$ cat config.mk
export PLATFORM = sky130hd
export DESIGN_NAME = piso_serializer
export DESIGN_NICKNAME = d
export VERILOG_FILES = /design/src/rtl/piso_serializer.sv
export SDC_FILE = /design/constraint.sdc
export NUM_CORES = 1
export LEC_CHECK = 0
export CORE_MARGIN = 5
export CORE_UTILIZATION = 54
export DETAILED_ROUTE_END_ITERATION = 8
export PLACE_DENSITY = 0.76
export SYNTH_ARGS = -nofsm -noshare
export SYNTH_HDL_FRONTEND = slang
export SYNTH_SLANG_ARGS = --single-unit
$ cat constraint.sdc
create_clock -name clk -period 3.05 [get_ports clk]
set_clock_uncertainty 0.15 [all_clocks]
set_input_delay 0.7625 -clock clk [delete_from_list [all_inputs] [get_ports clk]]
set_output_delay 0.7625 -clock clk [all_outputs]
set_load 0.01 [all_outputs]
$ cat src/rtl/piso_serializer.sv
// Parallel-in/serial-out stage: FIFO-buffered words shifted out one bit per clock
// on x_out, with gapless back-to-back framing when the FIFO has data ready.
module piso_serializer #(
  parameter int WIDTH     = 8,
  parameter int DEPTH     = 4,
  parameter int MSB_FIRST = 1,
  parameter bit IDLE_BIT  = 1'b0
) (
  input  logic                         clk,
  input  logic                         rst,
  input  logic [WIDTH-1:0]             din,
  input  logic                         din_valid,
  output logic                         din_ready,
  output logic                         x_out,
  output logic                         x_valid,
  output logic                         frame_start,
  output logic                         busy,
  output logic [$clog2(DEPTH+1)-1:0]   fifo_count
);

  localparam int PW   = $clog2(DEPTH);
  localparam int CNTW = $clog2(DEPTH+1);
  localparam int BCW  = $clog2(WIDTH);

  typedef enum logic {S_IDLE, S_SHIFT} state_e;

  state_e            state_q, state_d;
  logic [WIDTH-1:0]  mem_q [DEPTH];
  logic [PW-1:0]     rd_ptr_q, rd_ptr_d, wr_ptr_q, wr_ptr_d;
  logic [CNTW-1:0]   count_q, count_d;
  logic [WIDTH-1:0]  sh_q, sh_d;
  logic [BCW-1:0]    bitcnt_q, bitcnt_d;
  logic              push, pop, last_bit, fifo_nonempty;

  // Ready comes from the registered count only, so a full FIFO refuses even on a pop cycle.
  assign din_ready     = (count_q < CNTW'(DEPTH));
  assign push          = din_valid && din_ready;
  assign fifo_nonempty = (count_q != '0);
  assign last_bit      = (bitcnt_q == BCW'(WIDTH-1));
  assign pop           = fifo_nonempty && ((state_q == S_IDLE) || last_bit);

  always_comb begin
    state_d  = state_q;
    sh_d     = sh_q;
    bitcnt_d = bitcnt_q;
    case (state_q)
      S_IDLE: begin
        if (pop) begin
          sh_d     = mem_q[rd_ptr_q];
          bitcnt_d = '0;
          state_d  = S_SHIFT;
        end
      end
      S_SHIFT: begin
        if (last_bit) begin
          bitcnt_d = '0;
          if (pop) begin
            sh_d = mem_q[rd_ptr_q];
          end else begin
            sh_d    = '0;
            state_d = S_IDLE;
          end
        end else begin
          bitcnt_d = bitcnt_q + BCW'(1);
          sh_d     = (MSB_FIRST != 0) ? (sh_q << 1) : (sh_q >> 1);
        end
      end
      default: state_d = S_IDLE;
    endcase
  end

  always_comb begin
    rd_ptr_d = rd_ptr_q + PW'(pop);
    wr_ptr_d = wr_ptr_q + PW'(push);
    count_d  = count_q;
    case ({push, pop})
      2'b10:   count_d = count_q + CNTW'(1);
      2'b01:   count_d = count_q - CNTW'(1);
      default: count_d = count_q;
    endcase
  end

  always_ff @(posedge clk or negedge rst) begin
    if (!rst) begin
      state_q  <= S_IDLE;
      sh_q     <= '0;
      bitcnt_q <= '0;
      rd_ptr_q <= '0;
      wr_ptr_q <= '0;
      count_q  <= '0;
    end else begin
      state_q  <= state_d;
      sh_q     <= sh_d;
      bitcnt_q <= bitcnt_d;
      rd_ptr_q <= rd_ptr_d;
      wr_ptr_q <= wr_ptr_d;
      count_q  <= count_d;
    end
  end

  // Storage needs no reset: the pointers and count define which entries are live.
  always_ff @(posedge clk) begin
    if (push) begin
      mem_q[wr_ptr_q] <= din;
    end
  end

  assign x_valid     = (state_q == S_SHIFT);
  assign x_out       = x_valid ? ((MSB_FIRST != 0) ? sh_q[WIDTH-1] : sh_q[0]) : IDLE_BIT;
  assign frame_start = x_valid && (bitcnt_q == '0);
  assign busy        = x_valid || fifo_nonempty;
  assign fifo_count  = count_q;

endmodule

### Clock wires, drivers and flops

Scale bar: 20 um.
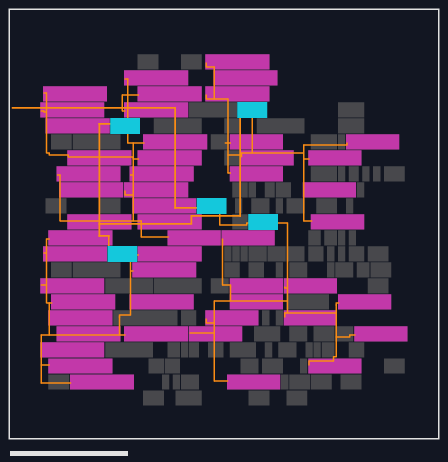
legend:
  magenta:
    item: flip-flops
    count: 51
  orange:
    item: clock wires
    length: 450 um
  cyan:
    item: clock drivers
    count: 5
routed clock nets: 6
Clock group: 461 uW
Clock Power Share: 0.208
worst skew pair latency: 300 ps

### Sequential cells grouped by signal name

Other sequential cells in the stronger gray, the rest of the logic in the fainter gray.
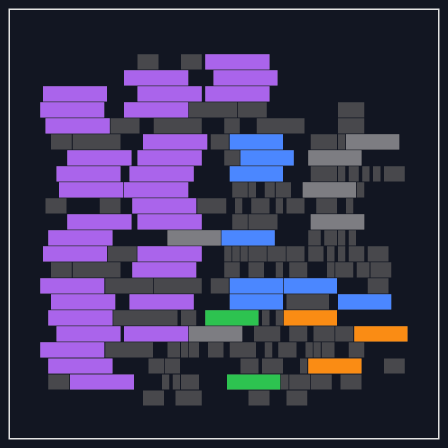
legend:
  green:
    netlist_name: rd_ptr_q
    flops: 2
  purple:
    netlist_name: mem_q
    flops: 32
  orange:
    netlist_name: fifo_count
    flops: 3
  blue:
    netlist_name: sh_q
    flops: 8

### Routed metal per tile

15 x 15 tiles, from dark blue (low) to red (high), scaled to the fullest tile. Values are wire area over tile area, all layers added.
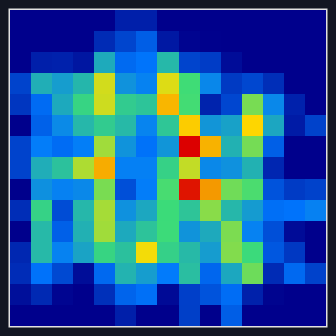
densest ninth of the die: middle
emptiest ninth of the die: top right
fullest tile: 0.42
tiles over half the peak: 13%
Routed WL per cell: 16.4 um
drt total wl: 3380 um
GRT Util Overall: 0.147
DR vias: 1158

### Clock nets

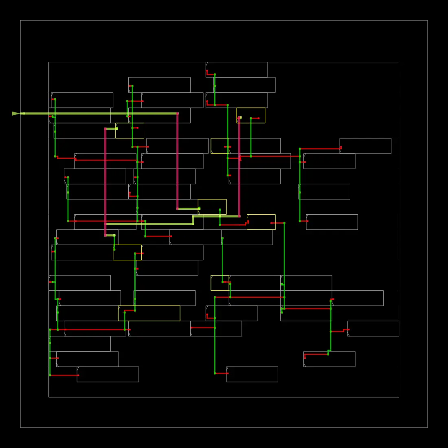
number of sequential storage elements: 51
clock buf count: 5
Sink Count: 51

==> summary.txt <==
yosys + openroad results -> Simple-Gate Fraction of Synth Area=0.0630, flip-flops with a built-in enable=32, Port-buffer cells=18, unrepaired setup endpoints after global routing=false, DP Area=2360 um^2, status=completed, Post-synth ARST share=0.373, Congestion Overflow GR=0, Via density=5.62, filler instances=289, Top logic family=multiplexers, Hold Slack=352 ps, wl on met1=1390 um, grt peak-use layer=met2, met2 usage=0.234, worst setup margin=403 ps, WP buf/inv=1, Final Hold Viols=0, Cell area leaders=edfxtp_1 (45%), dfrtp_1 (22%), mux4_2 (8.5%), ha_1 (3.5%), a32oi_1 (2.9%), hold depth=2, R2R Path End=fifo_count[2], layout cell share with drive strength beyond 1=0.146, Peak Freq=378 MHz, die width=72.7 um, R2R depth=10, Top delay family on crit path=adder cells, Chip Area=5290 um^2, Final Setup Violations=0, met3 Use GR=0.0344, Unique cell types=29, cts bufs inserted=5, Pint=1.52 mW, most frequent cells in the layout=edfxtp_1 (32), dfrtp_1 (19), clkdlybuf4s50_1 (18), Post-Syn Instances=135, post-synthesis sequential area ratio=0.676, nets=175, Nets at Floorplan=153, TritonRoute pass-1 iters=4, switch share=0.313, Combinational Power Share=0.311, CP required=3090 ps, max reg flops=32, switching power total=693 uW, worst setup path start=bitcnt_q[0], FP Util=0.568, first-pass GRT wire length=5680 um, yosys cell count=135, 1st-iter DRT viols=82, antenna violations before repair=0, Startpoint Class=register, clock-cell share of area=0.0471, register area=1440 um^2, Main synth FF type=edfxtp_1, reg2reg start=bitcnt_q[0], Worst Setup EP=fifo_count[2], Max Buffers Root-to-Sink=2, synthesized area=2130 um^2, logic area=612 um^2, antenna diode count=0, Crit Path Class=reg -> reg
Power figures rest on the tool's default switching activity, not on a simulated workload.
